## src/rtl/sevenseg_fmt.sv

```systemverilog
// Signed binary to eight 7-segment digit words via an iterative double-dabble.
// Build option SEVENSEG_FMT_LZB_EN: leading-zero blanking with a floating minus sign.
module sevenseg_fmt #(
  parameter int W = 16
) (
  input  logic         clk,
  input  logic         rst,
  input  logic         start,
  input  logic [W-1:0] value,
  input  logic         dp_en,
  input  logic [2:0]   dp_sel,
  output logic         busy,
  output logic         done,
  output logic [6:0]   d7,
  output logic [6:0]   d6,
  output logic [6:0]   d5,
  output logic [6:0]   d4,
  output logic [6:0]   d3,
  output logic [6:0]   d2,
  output logic [6:0]   d1,
  output logic [6:0]   d0
);

  localparam int CW = $clog2(W + 1);

  localparam logic [1:0] ST_IDLE   = 2'd0;
  localparam logic [1:0] ST_SHIFT  = 2'd1;
  localparam logic [1:0] ST_FORMAT = 2'd2;

  // Handshake: start is taken only in IDLE; busy covers SHIFT and FORMAT;
  // done pulses for one cycle exactly when d7..d0 take new values.
  logic [1:0]    state;
  logic [W-1:0]  bin;
  logic [31:0]   bcd;
  logic [31:0]   bcd_adj;
  logic [CW-1:0] cnt;
  logic          neg_q;
  logic          dp_en_q;
  logic [2:0]    dp_sel_q;
  logic [W-1:0]  mag;
  logic [6:0]    word [8];

  // Unsigned negation in W bits maps -2^(W-1) onto 2^(W-1) without overflow.
  assign mag  = value[W-1] ? (~value + 1'b1) : value;
  assign busy = (state != ST_IDLE);

  always_comb begin
    for (int i = 0; i < 8; i++) begin
      bcd_adj[4*i +: 4] = (bcd[4*i +: 4] >= 4'd5) ? (bcd[4*i +: 4] + 4'd3) : bcd[4*i +: 4];
    end
  end

`ifdef SEVENSEG_FMT_LZB_EN
  logic [2:0] msd;
  logic [2:0] keep;

  always_comb begin
    msd = 3'd0;
    for (int i = 0; i < 8; i++) begin
      if (bcd[4*i +: 4] != 4'd0) msd = 3'(i);
    end
    keep = (dp_en_q && (dp_sel_q > msd)) ? dp_sel_q : msd;
    for (int i = 0; i < 8; i++) begin
      word[i] = {1'b0, dp_en_q && (dp_sel_q == 3'(i)), 1'b0, bcd[4*i +: 4]};
      if (3'(i) > keep) word[i] = 7'h40;
      // The dash has nowhere to go when the decimal point already claims d7.
      if (neg_q && (keep != 3'd7) && (3'(i) == keep + 3'd1)) word[i] = 7'h10;
    end
  end
`else
  always_comb begin
    for (int i = 0; i < 8; i++) begin
      word[i] = {1'b0, dp_en_q && (dp_sel_q == 3'(i)), 1'b0, bcd[4*i +: 4]};
    end
    // d7's nibble is always zero, so the dash simply merges with any dp there.
    if (neg_q) word[7] = word[7] | 7'h10;
  end
`endif

  always_ff @(posedge clk or negedge rst) begin
    if (!rst) begin
      state    <= ST_IDLE;
      bin      <= '0;
      bcd      <= '0;
      cnt      <= '0;
      neg_q    <= 1'b0;
      dp_en_q  <= 1'b0;
      dp_sel_q <= 3'd0;
      done     <= 1'b0;
      d7       <= 7'h40;
      d6       <= 7'h40;
      d5       <= 7'h40;
      d4       <= 7'h40;
      d3       <= 7'h40;
      d2       <= 7'h40;
      d1       <= 7'h40;
      d0       <= 7'h40;
    end else begin
      case (state)
        ST_IDLE: begin
          done <= 1'b0;
          if (start) begin
            bin      <= mag;
            bcd      <= '0;
            cnt      <= '0;
            neg_q    <= value[W-1];
            dp_en_q  <= dp_en;
            dp_sel_q <= dp_sel;
            state    <= ST_SHIFT;
          end
        end
        ST_SHIFT: begin
          {bcd, bin} <= {bcd_adj[30:0], bin, 1'b0};
          cnt        <= cnt + 1'b1;
          if (cnt == CW'(W - 1)) state <= ST_FORMAT;
        end
        ST_FORMAT: begin
          d7    <= word[7];
          d6    <= word[6];
          d5    <= word[5];
          d4    <= word[4];
          d3    <= word[3];
          d2    <= word[2];
          d1    <= word[1];
          d0    <= word[0];
          done  <= 1'b1;
          state <= ST_IDLE;
        end
        default: state <= ST_IDLE;
      endcase
    end
  end

endmodule

```

## config.mk

```make
export PLATFORM = sky130hd
export DESIGN_NAME = sevenseg_fmt
export DESIGN_NICKNAME = d
export VERILOG_FILES = /design/src/rtl/sevenseg_fmt.sv
export SDC_FILE = /design/constraint.sdc
export NUM_CORES = 1
export LEC_CHECK = 0
export CORE_MARGIN = 1.5
export CORE_UTILIZATION = 54
export CTS_CLUSTER_SIZE = 20
export DETAILED_ROUTE_END_ITERATION = 7
export GPL_TIMING_DRIVEN = 0
export PLACE_DENSITY = 0.84
export SYNTH_ARGS = -nofsm -noshare
export SYNTH_HDL_FRONTEND = slang
export SYNTH_SLANG_ARGS = --single-unit
```

## constraint.sdc

```tcl
create_clock -name clk -period 1.9 [get_ports clk]
set_clock_uncertainty 0.1 [all_clocks]
set_input_delay 0.38 -clock clk [delete_from_list [all_inputs] [get_ports clk]]
set_output_delay 0.38 -clock clk [all_outputs]
set_load 0.005 [all_outputs]
```

### Sizing map

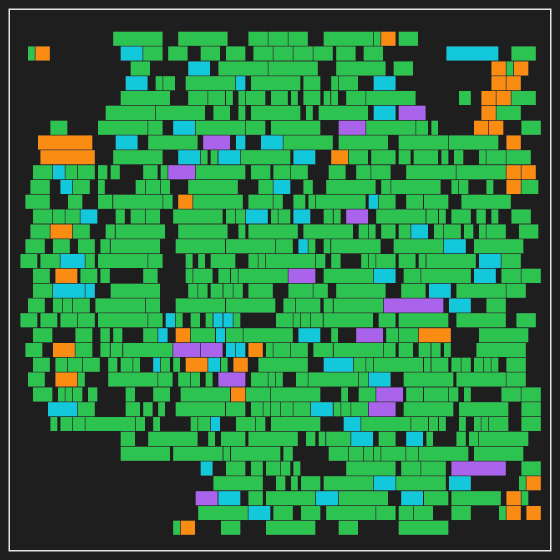
color	size	cells
green	x1 and smaller	445
cyan	x2	57
orange	x3 and x4	34
purple	x6 and larger	15
Area Growth Syn to Fin: 24.47%
design area: 0.006211 mm2
bufs w/o clock: 113

### Local utilization

Bar = 20 um. The die is cut into 10 by 10 equal tiles; dark blue is low, red is high, 0 to 100% covered.
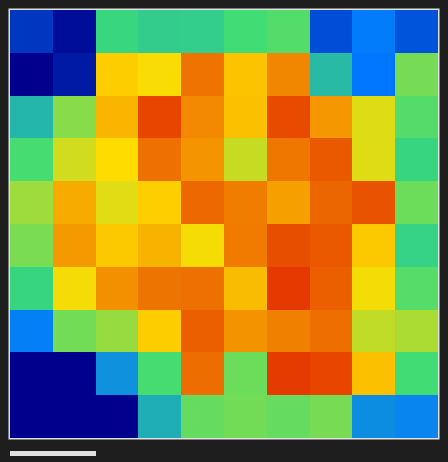
nearly empty tiles	6.0%
tiles over 75% full	43%
densest ninth of the die	center
fullest tile	94%
emptiest ninth of the die	south-west
core area: 0.008848 mm2
Initial Util: 56.39%

### Wire density map

Bar = 20 um. The die is cut into 20 by 20 equal tiles; dark blue is low, red is high, scaled to the fullest tile. Values are wire area over tile area, all layers added.
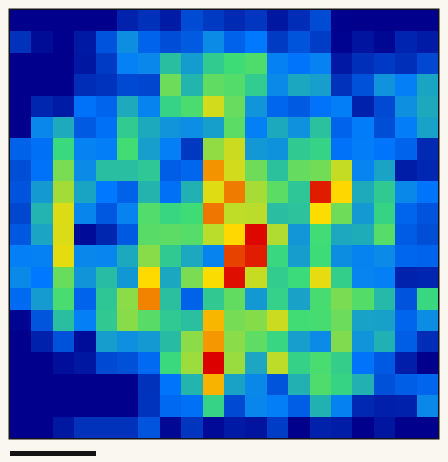
densest ninth of the die	center
nearly empty tiles	11%
fullest tile	0.58

### Congestion heat map

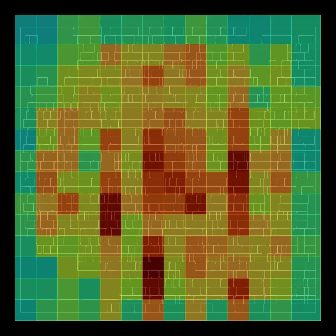
met1 Resource Use GR: 29.63%
routed len/inst: 16.81 um
global-route usage over all layers: 23.74%

### Cell classes on the final placement

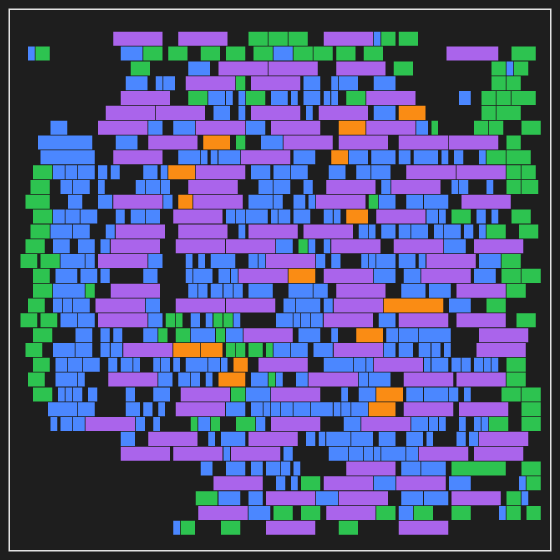
color	class	cells	share of their area
blue	remaining logic cells	319	38%
orange	clock drivers and dummy loads	16	3.5%
green	remaining buffers and delay cells	113	16%
purple	registers	103	42%

==> impl_metrics.ini <==
; physical design summary
[status]
outcome = complete, no violations

[clock_network]
post_cts_buffers = 0
clk_pin_slew_worst_paths_ns = 0.10
cts_sinks = 103
postCtsHoldBufs = 1

[setup_path]
ff2ff_path_depth = 6
reg2reg_slack_ns = 0.08
worstSetupEndpoint = bcd[7]$_DFFE_PN0P_
crit_type = input port to flip-flop
cp_max_fo = 10
worst_path_largest_cell_delay_ns = 0.54
crit_start = start
regToRegEndpoint = bcd[6]$_DFFE_PN0P_
start_kind = input port

[worst_hold_path]
holdPathEnd = bin[11]$_DFFE_PN0P_

[synth]
yosysWarnings = 0
synth_top_cell_by_area = dfrtp_1

[sta]
whs_ns = 0.2796
relSlewSlack_pct = 64.19
fin_crit_ns = 1.851
fin_ws_ns = 0.04867
setup_viol = 0

[route]
viasPerCell = 5.860
route.vias.total = 3862
drc = 0
drt_iter0_markers = 234

[pwr]
p_leak_nw = 2.875
power.density_mw_per_mm2 = 1401

[finish]
fin_util_pct = 70.19
top_regs = bcd x32, bin x16, d7 x7
largest_reg_flops = 32
drive_gt1_share_pct = 19.24
num-nets-final = 588

[global_routing]
grt-ovfl-total = 0
antenna_found_initial = 0

[job]
warnings = 35

[place]
port_buffers = 73
dp_slack_ns = -0.6658
cell usage in the layout, fill, tap and decap left out, types with 3 or more instances in the layout:
cell               n
a32o_1            11
clkbuf_2          12
inv_1             22
clkbuf_1           5
buf_4             21
clkbuf_8          10
clkdlybuf4s50_1   55
a21oi_1            3
conb_1             7
nand2_1           45
dlygate4sd2_1      9
o31ai_1           11
o21ai_0           46
nand3_1            6
dlymetal6s2s_1     5
mux2_2            28
mux2i_1            3
nand2b_1          12
xnor2_1            9
or4_4              3
a21oi_2            5
o22ai_1            9
ha_1              17
dfrtp_1          102
xor2_1            18
a22oi_1           13
o32ai_1            7
o21ai_1            7
o41ai_1            6
nor2_1             3
critical path, delay by kind of cell:
kind	cells	cell delay, ns
AOI/OAI and AO/OA	2	0.36
and+or+nand+nor	2	0.39
buffers and inverters	2	0.89
where the power goes:
part / internal [mW] / total (mW) / switching (mW)
Clock: 0.666 / 1.45 / 0.785
Sequential: 3.03 / 3.67 / 0.644
Combinational: 1.83 / 3.58 / 1.74
Total: 5.53 / 8.70 / 3.17
layout make-up:
type | instances | area share [%]
Inverter | 23 | 1.390
Clock buffer | 10 | 2.216
Clock inverter | 6 | 1.229
Buffer | 36 | 3.586
Timing Repair Buffer | 77 | 12.47
Multi-Input combinational cell | 296 | 35.41
Sequential cell | 103 | 41.52
Tap cell | 108 | 2.176
metal layers:
metal	part of all wire (%)	GRT usage (%)
met3	5.4	4.919
met5	0	0
met1	41	29.63
met4	2.1	9.317
met2	51	40.85
kinds of logic after synthesis:
kind of cell,count (synthesis),share of synthesized area [%]
xor+xnor,27,4.739
fa+ha+maj,19,4.764
other cells,1,0.07515
flops,103,51.68
simple gates,85,8.450
buf+inv,61,5.867
mux,31,6.921
compound gates,126,17.50
Power is estimated from default activity; no workload was simulated.
